<file path="config.mk">
export PLATFORM = sky130hd
export DESIGN_NAME = firebird7_in_gate1_tessent_sib_spare_green
export DESIGN_NICKNAME = d
export VERILOG_FILES = /design/src/rtl/firebird7_in_gate1_tessent_sib_spare_green.sv
export SDC_FILE = /design/constraint.sdc
export NUM_CORES = 1
export LEC_CHECK = 0
export ABC_AREA = 1
export CAP_MARGIN = 20
export CORE_AREA = 4 4 41 43
export CTS_CLUSTER_DIAMETER = 120
export DETAILED_ROUTE_END_ITERATION = 10
export DIE_AREA = 0 0 45 47
export GPL_TIMING_DRIVEN = 0
export SETUP_SLACK_MARGIN = 0.5
export SYNTH_ARGS = -nofsm -noshare
export SYNTH_HDL_FRONTEND = slang
export SYNTH_HIERARCHICAL = 1
export SYNTH_SLANG_ARGS = --single-unit
</file>
<file path="constraint.sdc">
create_clock -name ijtag_tck -period 0.8 [get_ports ijtag_tck]
set_input_delay 0.16 -clock ijtag_tck [delete_from_list [all_inputs] [get_ports ijtag_tck]]
set_output_delay 0.16 -clock ijtag_tck [all_outputs]
set_load 0.03 [all_outputs]
</file>
<file path="src/rtl/firebird7_in_gate1_tessent_sib_spare_green.sv">
// Multi-segment SIB host: one segment-insertion bit per client, splicing each
// client's scan segment into the IJTAG path while its SIB is open.

module firebird7_in_gate1_tessent_sib_spare_green_cell (
    input  logic ijtag_tck,
    input  logic ijtag_reset,
    input  logic ijtag_sel,
    input  logic ijtag_ce,
    input  logic ijtag_se,
    input  logic ijtag_ue,
    input  logic seg_si,
    input  logic seg_so,
    output logic sib,
    output logic upd
);
    logic shift_in;

    // An open SIB takes its shift bit from the end of its client segment.
    assign shift_in = upd ? seg_so : seg_si;

    always_ff @(posedge ijtag_tck or posedge ijtag_reset) begin
        if (ijtag_reset) begin
            sib <= 1'b0;
        end else if (ijtag_sel) begin
            if (ijtag_ce)      sib <= upd;
            else if (ijtag_se) sib <= shift_in;
        end
    end

    always_ff @(negedge ijtag_tck or posedge ijtag_reset) begin
        if (ijtag_reset)                  upd <= 1'b0;
        else if (ijtag_sel && ijtag_ue)   upd <= sib;
    end
endmodule

module firebird7_in_gate1_tessent_sib_spare_green #(
    parameter int unsigned N_CLIENTS = 2
) (
    input  logic                 ijtag_tck,
    input  logic                 ijtag_reset,
    input  logic                 ijtag_sel,
    input  logic                 ijtag_si,
    input  logic                 ijtag_ce,
    input  logic                 ijtag_se,
    input  logic                 ijtag_ue,
    output logic                 ijtag_so,
    output logic [N_CLIENTS-1:0] ijtag_to_sel,
    output logic [N_CLIENTS-1:0] ijtag_to_si,
    input  logic [N_CLIENTS-1:0] ijtag_from_so,
    output logic                 ijtag_to_ce,
    output logic                 ijtag_to_se,
    output logic                 ijtag_to_ue
);
    logic [N_CLIENTS-1:0] sib;
    logic [N_CLIENTS-1:0] upd;
    logic                 so_q;

    assign ijtag_to_si[0] = ijtag_si;
    for (genvar i = 1; i < N_CLIENTS; i++) begin : g_chain
        assign ijtag_to_si[i] = sib[i-1];
    end

    firebird7_in_gate1_tessent_sib_spare_green_cell u_sib [N_CLIENTS-1:0] (
        .ijtag_tck   (ijtag_tck),
        .ijtag_reset (ijtag_reset),
        .ijtag_sel   (ijtag_sel),
        .ijtag_ce    (ijtag_ce),
        .ijtag_se    (ijtag_se),
        .ijtag_ue    (ijtag_ue),
        .seg_si      (ijtag_to_si),
        .seg_so      (ijtag_from_so),
        .sib         (sib),
        .upd         (upd)
    );

    assign ijtag_to_sel = {N_CLIENTS{ijtag_sel}} & upd;
    assign ijtag_to_ce  = ijtag_ce;
    assign ijtag_to_se  = ijtag_se;
    assign ijtag_to_ue  = ijtag_ue;

    // Half-cycle retime so the parent samples a stable bit on its rising edge.
    always_latch begin
        if (ijtag_reset)     so_q <= 1'b0;
        else if (!ijtag_tck) so_q <= sib[N_CLIENTS-1];
    end

    assign ijtag_so = so_q;
endmodule

</file>
==> results.ini <==
[finish]
final_nets = 90
drive_gt1_frac = 0.532

[grt]
grt_pass1_wl_um = 1300
grt_pass1_vias = 350
use_met1 = 0.101

[route]
met1Wirelength_um = 333
firstDrtPassIters = 2
routed-wl-met2_um = 424
vias = 372
drtIter0Drc = 5
antenna_left = 0

[critical_path]
cpPeakStageDelay_ns = 0.42
worst-path-max-fanout = 2
rr_endpoint = u_sib[1]/sib$_DFFE_PP0P_
critPathSlowestCell = dfrtn_1
critPathArrivalTime_ns = 1.43
r2r_start = u_sib[1]/upd$_DFFE_NP0P_
r2r_cells = 5
cp-startpoint = u_sib[1]/upd$_DFFE_NP0P_

[sta]
slew_headroom = 0.864
hold_violations = 3
setup_viol = 9
whs_ns = -0.177
slew_viol_final = 0
layout_setup_ws_ns = -0.787
fin_skew_ns = 0.0884

[floorplanning]
fp-utilization = 0.238
io_pins = 17
chipArea_sq_mm = 0.00212
die_y_um = 47

[synth]
yosys.area.top_type = dfrtn_1
ys_seq_share = 0.323
simple_gate_share = 0.298
yosys_area_sq_um = 310
synth-adder-area-share = 0
synth-xor-area-share = 0

[place]
hpwl_um = 565
gp_congestion = 0.732

[cts]
cts_tree = yes

[run_status]
violations = hold timing, setup timing
outcome = finished, violations left

[run]
warning_count = 32
maxCapViolations = 0

[pwr]
total_power_mw = 1.31
p_per_area_mw_per_mm2 = 1890

[worst_hold_path]
hold_path_class = input port to asynchronous set/reset pin

## layout make-up
cell class,instances,area [sq um]
well taps,15,18.8
repair buffers,23,265
inverters,12,50.0
flip-flops and latches,5,115
plain buffers,5,71.3
multi-input cells,28,125
fillers,144,611
clock buffers,6,45.0
## what timing repair did
action,4_1_cts,5_1_grt
gates resized,92,8
buffers inserted,6,1
pin swaps,0,2
endpoints found under the hold margin,3,3
setup endpoints to repair,16,13
## sequential cells by signal, indices dropped and copies added (netlist names)
register   cells
ijtag_so       1
u_sib/sib      2
u_sib/upd      2
## power breakdown
part           internal [mW]  leakage, nW  switching [mW]  total, mW
combinational          0.301        0.292           0.246      0.547
sequential             0.272       0.0537          0.0327      0.305
clock                  0.337       0.0297           0.117      0.454
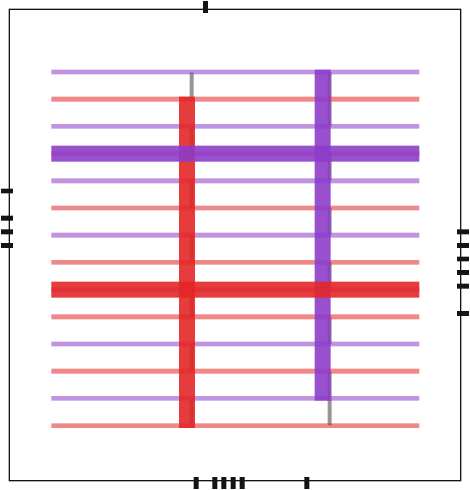
pdn.png
(10 px per um) Pins as bars on the die edge. Tap cells in gray.
Key: purple = VDD; red = VSS
15 tap cells. 14 met1 rails follow the rows. 2 straps on met4. The core has 13 rows.

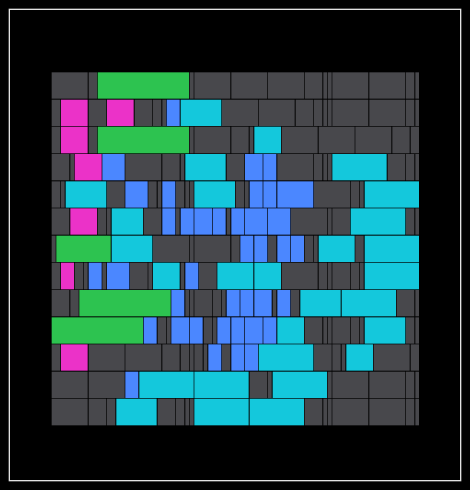
cell_classes.png
(10 px per um) Fill, decap, tap and diode cells in gray.
Key: blue = all other logic [cells 39]; cyan = other buffers and delay cells [cells 28]; magenta = cells driving clock nets [cells 7]; green = flip-flops and latches [cells 5]
Rows: 13
core area: 0.00130 sq mm
Seq area share: 0.167

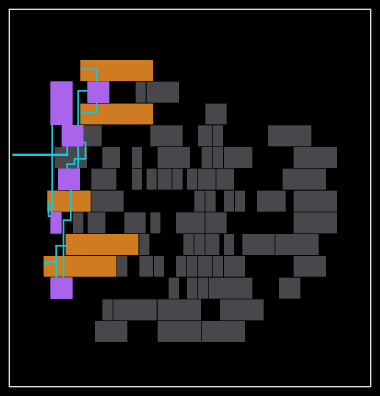
clock_map.png
(8 px per um)
Key: cyan = clock wires [length 88.4 um]; orange = flip-flops and latches [count 5]; purple = cells driving clock nets [count 7]
Position of the flops: left middle.

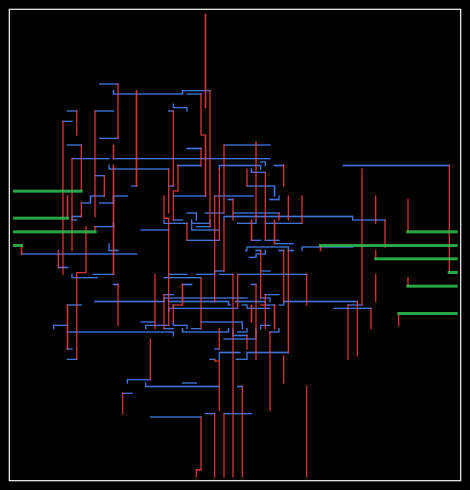
metal_stack.png
(10 px per um)
Key: blue = met1 [wire length 333 um]; green = met3 [wire length 58.4 um]; red = met2 [wire length 424 um]

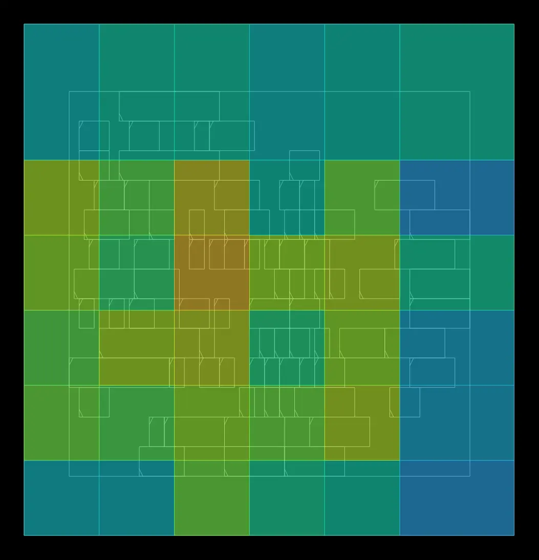
final_congestion.png
GR Layer Usage met3: 0.0383
Final Util: 0.531

No activity file was given, so power comes from the tool's default toggle rates.
